==> config.mk <==
export PLATFORM = sky130hd
export DESIGN_NAME = config_rx_flat
export DESIGN_NICKNAME = d
export VERILOG_FILES = /design/src/rtl/config_pkg.sv /design/src/rtl/config_rx_if.sv /design/src/rtl/config_rx_sync.sv /design/src/rtl/config_rx.sv /design/src/flat_wrapper.sv
export SDC_FILE = /design/constraint.sdc
export NUM_CORES = 1
export LEC_CHECK = 0
export CAP_MARGIN = 10
export CELL_PAD_IN_SITES_DETAIL_PLACEMENT = 1
export CELL_PAD_IN_SITES_GLOBAL_PLACEMENT = 1
export CORE_MARGIN = 8
export CORE_UTILIZATION = 45
export CTS_BUF_LIST = sky130_fd_sc_hd__clkbuf_2
export DETAILED_ROUTE_END_ITERATION = 10
export MAX_ROUTING_LAYER = met4
export PLACE_DENSITY = 0.89
export SLEW_MARGIN = 20
export SYNTH_ARGS = -nofsm -noshare
export SYNTH_HDL_FRONTEND = slang
export SYNTH_HIERARCHICAL = 1
export SYNTH_SLANG_ARGS = --single-unit
export TNS_END_PERCENT = 30
==> constraint.sdc <==
create_clock -name i_clock -period 3.1 [get_ports i_clock]
set_input_delay 0.62 -clock i_clock [delete_from_list [all_inputs] [get_ports i_clock]]
set_output_delay 0.62 -clock i_clock [all_outputs]
set_load 0.02 [all_outputs]
==> src/rtl/config_pkg.sv <==
// config_pkg: shared constants, frame layout, FSM encoding and link timing for the config link
`timescale 1ps/1ps
package config_pkg;
  localparam int CLOCK_PERIOD_PS = 20833;
  localparam int BIT_PERIOD_NS = 400;
  localparam int C_NO_CFG_BITS = 24;
  localparam int ADDR_W = 3;
  localparam int DATA_W = 16;
  localparam int TIMEOUT_BITS = 4;
  localparam int DATA_LSB = 0;
  localparam int DATA_MSB = DATA_W - 1;
  localparam int ADDR_LSB = 16;
  localparam int ADDR_MSB = ADDR_LSB + ADDR_W - 1;
  // Unused upper address bits simply fall off the top of the shifter
  localparam int SR_W = ADDR_MSB + 1;
  typedef enum logic [2:0] {IDLE, SHIFT, WRITE, DONE, ERR_PULSE, WAIT_LOW} state_t;
  function automatic int to_cyc(input int bits, input int bit_ns, input int clk_ps);
    return bits * bit_ns * 1000 / clk_ps;
  endfunction
  localparam int TO_CYC = to_cyc(TIMEOUT_BITS, BIT_PERIOD_NS, CLOCK_PERIOD_PS);
  localparam int TO_W = $clog2(TO_CYC);
endpackage

==> src/rtl/config_rx_if.sv <==
// config_rx_if: serial link inputs and register-file write port of the config receiver
`timescale 1ps/1ps
interface config_rx_if;
  import config_pkg::*;
  logic rx_dat;
  logic rx_clk;
  logic rx_oe;
  logic wr_en;
  logic [ADDR_W-1:0] wr_addr;
  logic [DATA_W-1:0] wr_data;
  logic rx_end;
  logic rx_err;
  logic busy;
  modport master (output rx_dat, rx_clk, rx_oe, input wr_en, wr_addr, wr_data, rx_end, rx_err, busy);
  modport slave (input rx_dat, rx_clk, rx_oe, output wr_en, wr_addr, wr_data, rx_end, rx_err, busy);
endinterface

==> src/rtl/config_rx_sync.sv <==
// cfg_sync: 2-flop synchroniser for link dat/clk/oe plus RX_CLK rise detect
`timescale 1ps/1ps
module cfg_sync (
  input  logic i_clk,
  input  logic i_rst_n,
  input  logic i_rx_dat,
  input  logic i_rx_clk,
  input  logic i_rx_oe,
  output logic o_dat,
  output logic o_oe,
  output logic o_rise
);
  logic [2:0] r_s1, r_s2;
  logic r_s3;
  always_ff @(posedge i_clk) begin
    if (!i_rst_n) begin
      r_s1 <= '0;
      r_s2 <= '0;
      r_s3 <= 1'b0;
    end else begin
      r_s1 <= {i_rx_oe, i_rx_clk, i_rx_dat};
      r_s2 <= r_s1;
      r_s3 <= r_s2[1];
    end
  end
  assign o_dat = r_s2[0];
  assign o_oe = r_s2[2];
  assign o_rise = r_s2[1] & ~r_s3;
endmodule

==> src/rtl/config_rx.sv <==
// config_rx: deserialises one config frame per OE window and writes addr/data to the register file
`timescale 1ps/1ps
module config_rx
  import config_pkg::*;
(
  input  logic i_clock,
  input  logic i_reset_n,
  config_rx_if.slave bus
);
  logic w_dat, w_oe, w_rise, w_last;
  state_t r_state;
  logic [4:0] r_bit_cnt;
  logic [SR_W-1:0] r_sr;
  logic [TO_W-1:0] r_to;
  logic [1:0] r_vld;
  logic r_bv, r_bit, r_armed, r_extra;
  logic r_wr_en, r_rx_end, r_rx_err, r_busy;
  logic [ADDR_W-1:0] r_wr_addr;
  logic [DATA_W-1:0] r_wr_data;
  cfg_sync u_sync (
    .i_clk(i_clock), .i_rst_n(i_reset_n),
    .i_rx_dat(bus.rx_dat), .i_rx_clk(bus.rx_clk), .i_rx_oe(bus.rx_oe),
    .o_dat(w_dat), .o_oe(w_oe), .o_rise(w_rise)
  );
  assign w_last = r_bit_cnt == 5'(C_NO_CFG_BITS - 1);
  // OE only arms the receiver once the synchronisers hold real line state, so OE high at reset release is no rise
  always_ff @(posedge i_clock) begin
    if (!i_reset_n) begin
      r_state <= IDLE;
      r_bit_cnt <= '0;
      r_sr <= '0;
      r_to <= '0;
      r_vld <= '0;
      r_bv <= 1'b0;
      r_bit <= 1'b0;
      r_armed <= 1'b0;
      r_extra <= 1'b0;
      r_wr_en <= 1'b0;
      r_rx_end <= 1'b0;
      r_rx_err <= 1'b0;
      r_busy <= 1'b0;
      r_wr_addr <= '0;
      r_wr_data <= '0;
    end else begin
      r_bv <= w_rise & w_oe;
      r_bit <= w_dat;
      r_wr_en <= 1'b0;
      r_rx_end <= 1'b0;
      r_rx_err <= 1'b0;
      r_vld <= (r_vld == 2'd2) ? r_vld : r_vld + 2'd1;
      case (r_state)
        IDLE:
          if (r_vld == 2'd2) begin
            if (!w_oe) r_armed <= 1'b1;
            else if (r_armed) begin
              r_state <= SHIFT;
              r_busy <= 1'b1;
              r_armed <= 1'b0;
              r_bit_cnt <= '0;
              r_to <= '0;
            end
          end
        SHIFT:
          if (r_bv) begin
            r_sr <= {r_sr[SR_W-2:0], r_bit};
            r_to <= '0;
            r_bit_cnt <= r_bit_cnt + 5'd1;
            if (w_last) r_state <= WRITE;
          end else if (!w_oe || r_to == TO_W'(TO_CYC - 1)) r_state <= ERR_PULSE;
          else r_to <= r_to + TO_W'(1);
        WRITE: begin
          r_wr_en <= 1'b1;
          r_rx_end <= 1'b1;
          r_wr_addr <= r_sr[ADDR_MSB:ADDR_LSB];
          r_wr_data <= r_sr[DATA_MSB:DATA_LSB];
          r_extra <= 1'b0;
          r_state <= DONE;
        end
        DONE:
          if (!w_oe) begin
            r_state <= IDLE;
            r_busy <= 1'b0;
          end else if (r_bv && !r_extra) begin
            r_rx_err <= 1'b1;
            r_extra <= 1'b1;
          end
        ERR_PULSE: begin
          r_rx_err <= 1'b1;
          r_state <= w_oe ? WAIT_LOW : IDLE;
          r_busy <= w_oe;
        end
        WAIT_LOW:
          if (!w_oe) begin
            r_state <= IDLE;
            r_busy <= 1'b0;
          end
        default: r_state <= IDLE;
      endcase
    end
  end
  assign bus.wr_en = r_wr_en;
  assign bus.rx_end = r_rx_end;
  assign bus.rx_err = r_rx_err;
  assign bus.busy = r_busy;
  assign bus.wr_addr = r_wr_addr;
  assign bus.wr_data = r_wr_data;
endmodule
==> src/flat_wrapper.sv <==
// flat-port wrapper written by rule: the top's interface ports become plain ports
module config_rx_flat import config_pkg::*;
  (i_clock, i_reset_n, bus_rx_dat, bus_rx_clk, bus_rx_oe, bus_wr_en, bus_wr_addr, bus_wr_data, bus_rx_end, bus_rx_err, bus_busy);
  config_rx_if bus_i ();
  input  logic i_clock;
  input  logic i_reset_n;
  input wire logic [$bits(bus_i.rx_dat)-1:0] bus_rx_dat;
  input wire logic [$bits(bus_i.rx_clk)-1:0] bus_rx_clk;
  input wire logic [$bits(bus_i.rx_oe)-1:0] bus_rx_oe;
  output wire logic [$bits(bus_i.wr_en)-1:0] bus_wr_en;
  output wire logic [$bits(bus_i.wr_addr)-1:0] bus_wr_addr;
  output wire logic [$bits(bus_i.wr_data)-1:0] bus_wr_data;
  output wire logic [$bits(bus_i.rx_end)-1:0] bus_rx_end;
  output wire logic [$bits(bus_i.rx_err)-1:0] bus_rx_err;
  output wire logic [$bits(bus_i.busy)-1:0] bus_busy;
  assign bus_i.rx_dat = bus_rx_dat;
  assign bus_i.rx_clk = bus_rx_clk;
  assign bus_i.rx_oe = bus_rx_oe;
  assign bus_wr_en = bus_i.wr_en;
  assign bus_wr_addr = bus_i.wr_addr;
  assign bus_wr_data = bus_i.wr_data;
  assign bus_rx_end = bus_i.rx_end;
  assign bus_rx_err = bus_i.rx_err;
  assign bus_busy = bus_i.busy;
  config_rx u_core (.i_clock(i_clock), .i_reset_n(i_reset_n), .bus(bus_i));
endmodule
==> reports/metrics.csv <==
stage;metric;value;unit
finish;area delta synth->final;15.6;%
finish;Reg with most FFs;u_core/r_sr;
place;DP Wirelength;4400;um
setup_path;CP endpoint kind;primary output;
synth;synth warn;6;
synth;Mapped Nets;332;
finish;Largest register FFs;19;
setup_path;critical path launch point type;flop;
finish;final non-filler cell total;427;
finish;NonClk Buf Share;0.0979;
outcome;status;complete, no violations;
setup_path;critical path class;reg2out;
timing;final setup fails;0;
finish;Sequential Area;1380;um^2
synth;Mapped Cells;324;
grt;busiest layer in global routing;met2;
place;DP Cell Count;411;
finish;Layout fillers;740;
grt;largest net degree at the start of global routing;21;
route;Residual DRC;0;
power;share of total power in the clock network;0.363;
setup_path;slowest stage delay, CP;0.62;ns
finish;Final Cell Area;3220;um^2
route;WL/cell;15.1;um
power;Comb group;0.0963;mW
finish;registers;69;
synth;top cell type by total area after synthesis;dfxtp_1;
timing;post-route clock skew;0.0133;ns
synth;register bit total from synthesis;69;
setup_path;slowest CP cell;clkdlybuf4s50_1;
clock_network;deepest clock path buffer count;2;
route;TritonRoute pass-1 iters;4;
synth;Synth top cell by count;nand2_1;
grt;M2 GR Usage;0.271;
finish;Antenna Cells;0;
route;initial drt markers;77;
synth;Syn Area/Cell;8.59;um^2
timing;RSZ-0062 raised after global routing;no;
grt;GRT met3 Usage;0.0508;
finish;Top class by area;registers;
setup_path;Worst Setup SP;u_core/bus.rx_end$_SDFF_PN0_;
timing;Worst Slack Setup Final;0.997;ns
power;Final Total Pwr;1.60;mW
finish;mi-comb count;231;
route;Vias;2321;
floorplan;die area;8960;um^2
synth;Yosys Chip Area;2780;um^2
route;WL met2;3310;um
route;met3 wire len;231;um
finish;Seq/total area;0.429;
finish;Plain + repair buffers;33;
floorplan;die height;94.7;um
setup_path;crit path to;bus_rx_end;
grt;number of global-route vias before repair;2341;
setup_path;R2R Path End;u_core/r_to[6]$_SDFFE_PN0P_;
power;Logic pwr share;0.060;
synth;Syn Std Cell Area;2780;um^2
synth;Synth cell types;51;
synth;flip-flops with a built-in enable;0;
power;power in sequential cells;0.927;mW
timing;Setup TNS;0;ns
finish;layout inverter count without the clock tree;3;
timing;slew margin rel.;0.512;
timing;min Tclk post-route;2.10;ns
clock_network;CTS clock-pin slew for the worst setup and hold paths;0.18;ns
synth;Synth area leaders;dfxtp_1, nand2_1, a21oi_1;
route;DR top layer;met4;
power;PD cells;498;nW/um^2
floorplan;n_taps;75;
floorplan;Die Wd;94.7;um
-- logic make-up (layout without fill, tap and decap cells) --
logic type,count (synthesis),count (layout),share of synthesized area
adder cells (fa/ha/maj),3,3,0.0135
XOR/XNOR,6,6,0.0189
AND/OR/NAND/NOR,144,144,0.249
AND-OR/OR-AND,73,73,0.163
multiplexers,5,5,0.0180
flip-flops,69,69,0.496
buffers and inverters,24,52,0.0413
-- layout by cell type (no fill, tap or decap), drive strengths merged, types with 4 or more instances in the layout --
cell and count:
a21oi 48, a31oi 4, and2 8, buf 6
clkbuf 11, clkdlybuf4s50 27, dfxtp 69, mux2i 5
nand2 86, nand2b 6, nand3 8, nor2 10
o21ai 7
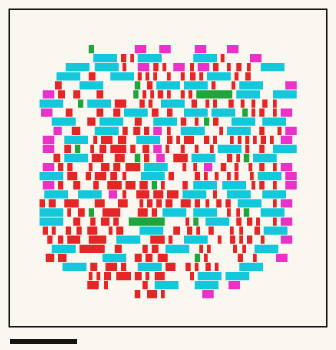
*Placed cells, one colour a class*
The bar under the picture is 20 um long.
Key: clock drivers and dummy loads = green [cells 16, share of their area 4.2%]; all other logic = red [cells 234, share of their area 42%]; other buffers and delay cells = magenta [cells 33, share of their area 10%]; flip-flops = cyan [cells 69, share of their area 44%]
final core occ: 0.541
Core ar.: 5960 um^2

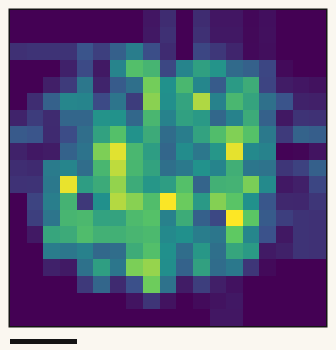
*Routed metal per tile*
The bar under the picture is 20 um long. The die is cut into 19 by 19 equal tiles; dark purple is low, yellow is high, scaled to the fullest tile. Values are wire area over tile area, all layers added.
The fullest tile reaches 0.39. The mean over all tiles is 0.11. 24% of the tiles are nearly empty. The emptiest ninth of the die: upper left. 24% of the tiles are over half the peak.

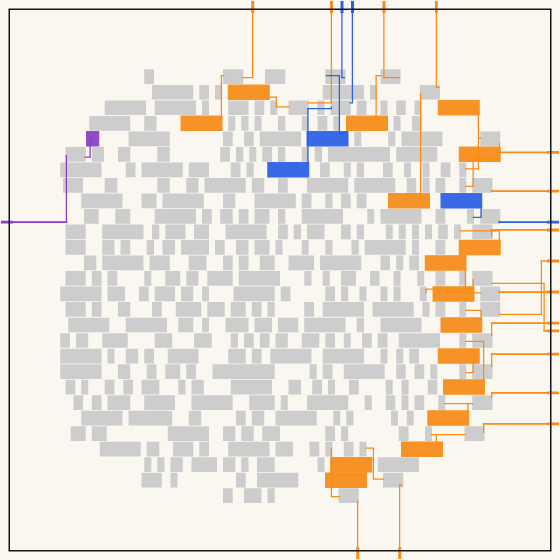
*Nets reached from selected ports*
Key: `bus_rx_dat` = purple [bits 1, direction input, end cells 1, buffers 1, wire 25.9 um]; `bus_wr_addr` = blue [bits 3, direction output, end cells 3, buffers 3, wire 68.4 um]; `bus_wr_data` = orange [bits 16, direction output, end cells 16, buffers 16, wire 357 um]
Port Buffer Count: 27
I/O pin count: 28

No activity file was given, so power comes from the tool's default toggle rates.
